==> config.mk <==
export PLATFORM = sky130hd
export DESIGN_NAME = fetch_queue_flat
export DESIGN_NICKNAME = d
export VERILOG_FILES = /design/src/rtl/fetch_queue_pkg.sv /design/src/rtl/squash_if.sv /design/src/rtl/fq_storage.sv /design/src/rtl/fetch_queue.sv /design/src/flat_wrapper.sv
export SDC_FILE = /design/constraint.sdc
export NUM_CORES = 1
export LEC_CHECK = 0
export CORE_MARGIN = 2
export CORE_UTILIZATION = 50
export DETAILED_ROUTE_END_ITERATION = 8
export PLACE_DENSITY = 0.75
export SLEW_MARGIN = 25
export SYNTH_ARGS = -nofsm -noshare
export SYNTH_HDL_FRONTEND = slang
export SYNTH_SLANG_ARGS = --single-unit
==> constraint.sdc <==
create_clock -name clk -period 2.3 [get_ports clk]
set_input_delay 0.23 -clock clk [delete_from_list [all_inputs] [get_ports clk]]
set_output_delay 0.23 -clock clk [all_outputs]
set_load 0.01 [all_outputs]
==> src/rtl/fetch_queue_pkg.sv <==
// Shared types for the fetch queue slice.
// FQ_DEPTH is the default buffer depth.
package fetch_queue_pkg;

  localparam int FQ_DEPTH = 4;

  typedef struct packed {
    logic [31:0] pc;
    logic [31:0] data;
    logic [1:0]  bp;
  } fetch_data_t;

endpackage

==> src/rtl/squash_if.sv <==
// Pipeline squash request.
// Only valid is carried.
interface squash_if;
  logic valid;
  modport master (output valid);
  modport slave  (input  valid);
endinterface

==> src/rtl/fq_storage.sv <==
// Register array for the fetch queue.
// One write port, one async read port.
module fq_storage
  import fetch_queue_pkg::*;
#(
  parameter  int DEPTH = FQ_DEPTH,
  localparam int AW    = $clog2(DEPTH)
) (
  input  logic              clk,
  input  logic              we,
  input  logic [AW-1:0]     waddr,
  input  fetch_data_t       wdata,
  input  logic [AW-1:0]     raddr,
  output fetch_data_t       rdata
);

  fetch_data_t r_mem [DEPTH];

  // write the addressed slot; contents are never reset
  always_ff @(posedge clk) begin
    if (we) r_mem[waddr] <= wdata;
  end

  assign rdata = r_mem[raddr];

endmodule

==> src/rtl/fetch_queue.sv <==
// Elastic fetch-to-decode instruction buffer.
// FETCH_QUEUE_BYPASS_EN: forward in_i to out_o when empty.
module fetch_queue
  import fetch_queue_pkg::*;
#(
  parameter  int DEPTH = FQ_DEPTH,
  localparam int CNT_W = $clog2(DEPTH) + 1
) (
  input  logic             clk,
  input  logic             rstn,
  input  fetch_data_t      in_i,
  input  logic             in_i_valid,
  output logic             in_i_ready,
  output fetch_data_t      out_o,
  output logic             out_o_valid,
  input  logic             out_o_ready,
  squash_if.slave          squash_io,
  output logic [CNT_W-1:0] count_o
);

  localparam int PTR_W = $clog2(DEPTH);
  localparam logic [CNT_W-1:0] FULL = CNT_W'(DEPTH);

  logic [PTR_W-1:0] r_head;
  logic [PTR_W-1:0] r_tail;
  logic [CNT_W-1:0] r_count;

  logic        w_act;
  logic        w_full;
  logic        w_empty;
  logic        w_push;
  logic        w_pop;
  logic        w_we;
  logic        w_rd;
  logic        w_byp;
  fetch_data_t w_rdata;

  assign w_act   = rstn & ~squash_io.valid;
  assign w_full  = (r_count == FULL);
  assign w_empty = (r_count == '0);

`ifdef FETCH_QUEUE_BYPASS_EN
  assign w_byp = w_act & w_empty;
`else
  assign w_byp = 1'b0;
`endif

  assign in_i_ready  = w_act & ~w_full;
  assign out_o_valid = w_byp ? in_i_valid
                             : (w_act & ~w_empty);
  assign out_o       = w_byp ? in_i : w_rdata;
  assign count_o     = rstn ? r_count : '0;

  assign w_push = in_i_valid & in_i_ready;
  assign w_pop  = out_o_valid & out_o_ready;
  // a bypassed entry consumed this cycle never lands
  assign w_we   = w_push & ~(w_byp & w_pop);
  assign w_rd   = w_pop & ~w_byp;

  fq_storage #(.DEPTH(DEPTH)) u_mem (
    .clk   (clk),
    .we    (w_we),
    .waddr (r_tail),
    .wdata (in_i),
    .raddr (r_head),
    .rdata (w_rdata)
  );

  // pointer and occupancy tracking; reset and squash empty the queue
  always_ff @(posedge clk) begin
    if (!rstn || squash_io.valid) begin
      r_head  <= '0;
      r_tail  <= '0;
      r_count <= '0;
    end else begin
      if (w_we) r_tail <= r_tail + 1'b1;
      if (w_rd) r_head <= r_head + 1'b1;
      r_count <= r_count + CNT_W'(w_we)
                         - CNT_W'(w_rd);
    end
  end

  // structural invariants
  always_ff @(posedge clk) begin
    if (rstn) begin
      assert (r_count <= FULL);
      assert (!(w_push && w_full));
      assert (!(w_rd && w_empty));
      assert (!out_o_valid || !$isunknown(out_o.pc));
    end
  end

endmodule
==> src/flat_wrapper.sv <==
// flat-port wrapper written by rule: the top's interface ports become plain ports
module fetch_queue_flat import fetch_queue_pkg::*;
#(
  parameter  int DEPTH = FQ_DEPTH,
  localparam int CNT_W = $clog2(DEPTH) + 1
)
  (clk, rstn, in_i, in_i_valid, in_i_ready, out_o, out_o_valid, out_o_ready, count_o, squash_io_valid);
  squash_if squash_io_i ();
  input  logic clk;
  input  logic rstn;
  input  fetch_data_t in_i;
  input  logic in_i_valid;
  output logic in_i_ready;
  output fetch_data_t out_o;
  output logic out_o_valid;
  input  logic out_o_ready;
  output logic [CNT_W-1:0] count_o;
  input wire logic [$bits(squash_io_i.valid)-1:0] squash_io_valid;
  assign squash_io_i.valid = squash_io_valid;
  fetch_queue #(.DEPTH(DEPTH)) u_core (.clk(clk), .rstn(rstn), .in_i(in_i), .in_i_valid(in_i_valid), .in_i_ready(in_i_ready), .out_o(out_o), .out_o_valid(out_o_valid), .out_o_ready(out_o_ready), .squash_io(squash_io_i), .count_o(count_o));
endmodule
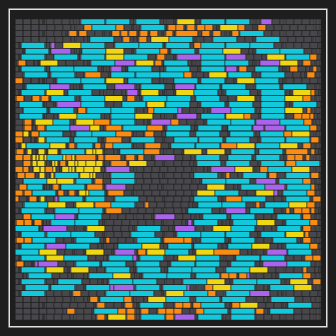
(cells coloured by class)
Fill, decap, tap and diode cells in grey.
colour	class	cells
cyan	flops	273
yellow	all other logic	111
orange	other buffers and delay cells	175
purple	clock drivers and dummy loads	49
Core Region: 19500 um^2
total number of placement rows: 51

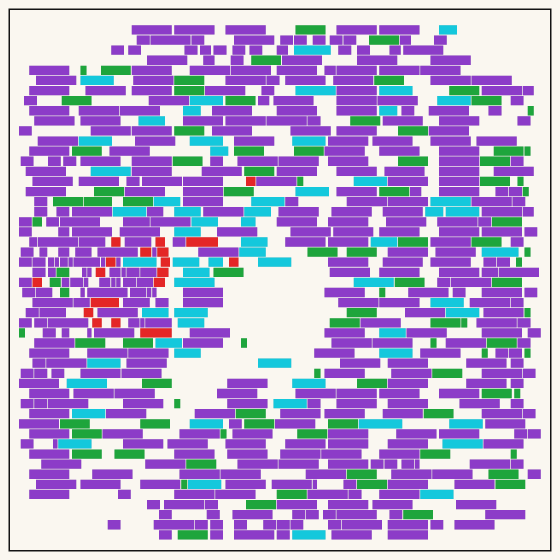
(sizing map)
colour	size	cells	share	most used
purple	drive 1 or less	435	72%	edfxtp_1
green	drive 2	93	15%	mux4_2
red	drive 3 to 4	18	3.0%	buf_4
cyan	drive 6 and up	62	10%	clkbuf_16
post-route cell area: 13200 um^2
final critical-path setup slack: 76.8 ps
growth of design area from synthesis to finish: 31.6%
layout buffer count excluding clock buffers: 175

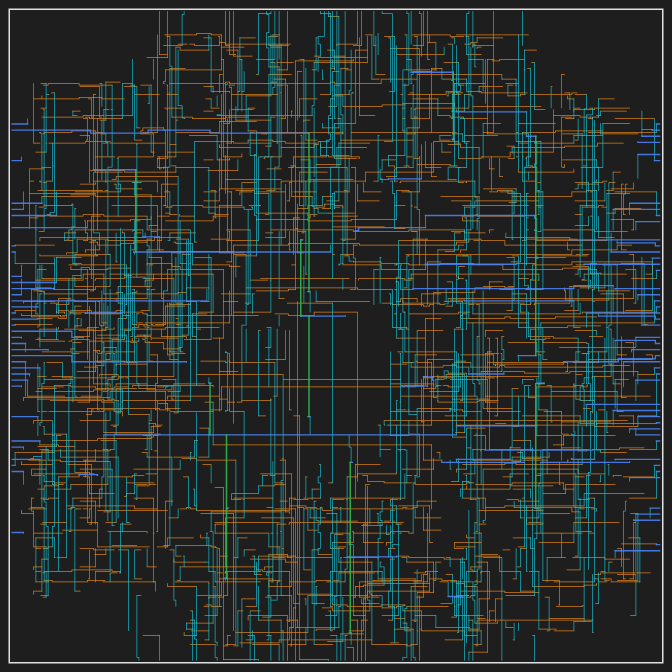
(routed metal, one colour a layer)
colour	layer	wire length
cyan	met2	9670 um
green	met4	268 um
blue	met3	1070 um
orange	met1	7630 um
total routing usage reported by global routing: 17.7%
overall routed net length: 18.6 mm

==> flow_summary.toml <==
# implementation run metrics
[worst_setup_path]
critPathMaxFanout = 10
arr_time_crit_path_ps = 1990
slowest_stage = "mux4_2"
critical-path-top-cell-by-count = "buf_12"
ff2ff_setup_slack_ps = 100
reg2reg_to = "u_core.r_count[2]$_SDFF_PP0_"
startpoint_type = "flip-flop"

[final_timing]
final.hold.worst_slack_ps = 359
final_max_slew_viols = 0
post-route-period-util_pct = 96.7
worst_slew_pin_slew_ps = 456
setup_total_negative_slack_ps = 0
finalSetupViolations = 0

[power]
switching_share_pct = 17.5
comb_cell_power_mw = 0.386
pwr-share-clk_pct = 44.6
sequential_power_share_pct = 51.8
power_leader = "registers"
comb_power_share_pct = 3.6
powerSeq_mw = 5.52
p_leak_nw = 4.32

[global_routing]
maximum_number_of_pins_on_one_net_before_global_route_repair = 31
wire_length_of_the_first_global_routing_pass_mm = 29.2
number_of_global_route_vias_before_repair = 5289

[clock_tree]
cts.clk_slew.worst_paths_ps = 60
cts_resized = 81
cts_tree = "yes"
cts.sinks = 273
cts_setup_buffers = 5

[synth]
synth.net_count = 477
fa_ha_area_share_pct = 0.950
asyncSetResetFlopFracSynth_pct = 0
ys_top_cells_by_area = "edfxtp_1 79%, mux4_2 15%, dfxtp_1 1.8%"
synth_compound_gate_area_share_pct = 0.163
yosys_warnings = 0
top_cell = "edfxtp_1"
synthXorXnorAreaFrac_pct = 0.263
ys_top_logic_family = "multiplexers"
synth.yosys.chip_area_um2 = 10000
synthesized_netlist_cell_count = 399

[floorplan]
fp.dieW_um = 145
total_die_size_um2 = 21200
initCoreUtil_pct = 51.2
die_height_um = 145

[layout]
layout.area.top_class = "flip-flops and latches"
combGateArea_um2 = 1810
final-nonclk-buf-share_pct = 14.3
flops = 273
nNonClkInverters = 6
reg.largest.list = "u_core.u_mem.r_mem (264), u_core.r_count (3)"
comb-cell-share_pct = 13.8
final_core_utilization_pct = 67.4

[placed_design]
gp_congestion = 0.754
placed_area_um2 = 12000
half_perimeter_wire_length_after_detailed_placement_mm = 11.3

[outcome]
outcome = "finished, final reports clean"

[drt]
drc_errors = 0
wl_per_instance_um = 21.4
drtIter0Drc = 213

[min_path]
hold_path_startpoint = "in_i[19]"
worstHoldPathType = "in -> reg"
holdPathEnd = "u_core.u_mem.r_mem[3][19]$_DFFE_PP_"

[job]
tally_of_max_capacitance_violations = 0
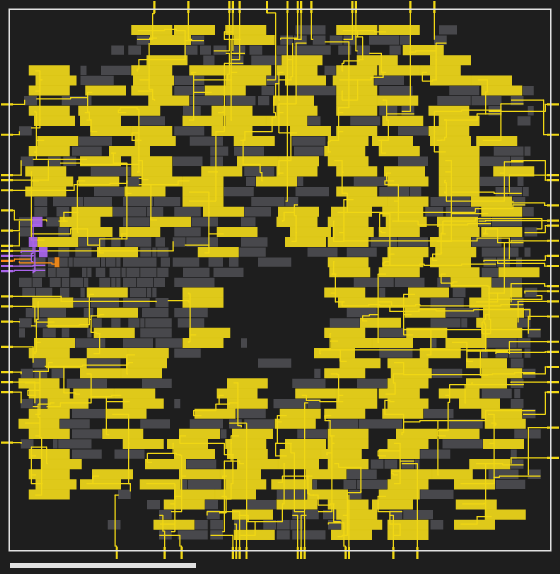
(wires at chosen ports, followed through buffers)
Scale bar: 50 um.
colour	port	direction	end cells	buffers	wire
purple	`count_o`	output	3	3	52.5 um
orange	`out_o_valid`	output	1	1	16.1 um
yellow	`in_i`	input	264	66	3700 um
PortBufs: 141
I/O Pins: 142

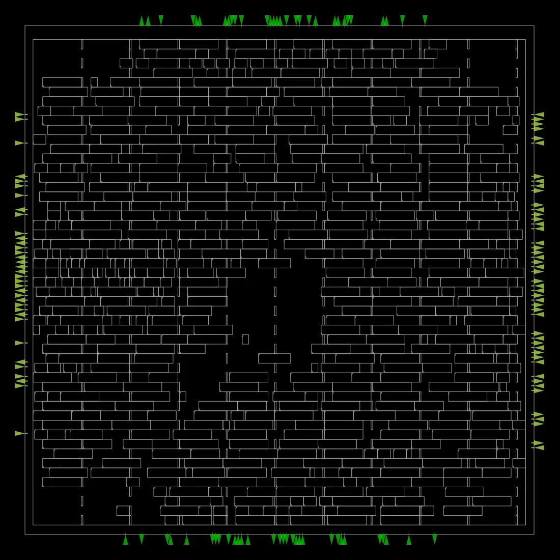
(placed standard cells)
well-tap cell count: 265
Seq area share: 61.6%
number of inserted filler cells in the final layout: 1273

routing by layer:
metal	vias up	part of all wire [%]	GRT usage, %	wire length [um]
li1	2076	-	-	-
met1	2458	41	23.7	7630
met2	150	52	30.8	9670
met3	24	5.7	3.32	1070
met4	0	1.4	4.07	268
met5	-	0	0	0
worst max-delay path by stage:
stage,from,endpoint,slack [ps],cells after the start
floorplan,u_core.r_count[1]$_SDFF_PP0_,u_core.r_count[2]$_SDFF_PP0_,190,10
global placement,squash_io_valid,u_core.r_count[2]$_SDFF_PP0_,10,11
detailed placement,squash_io_valid,u_core.r_count[2]$_SDFF_PP0_,-160,11
CTS,flip-flop,out_o[22],0.3,4
global route,u_core.r_count[2]$_SDFF_PP0_,u_core.r_count[2]$_SDFF_PP0_,-80,10
finish,flip-flop,out_o[34],80,4
Power and IR drop assume default switching activity.
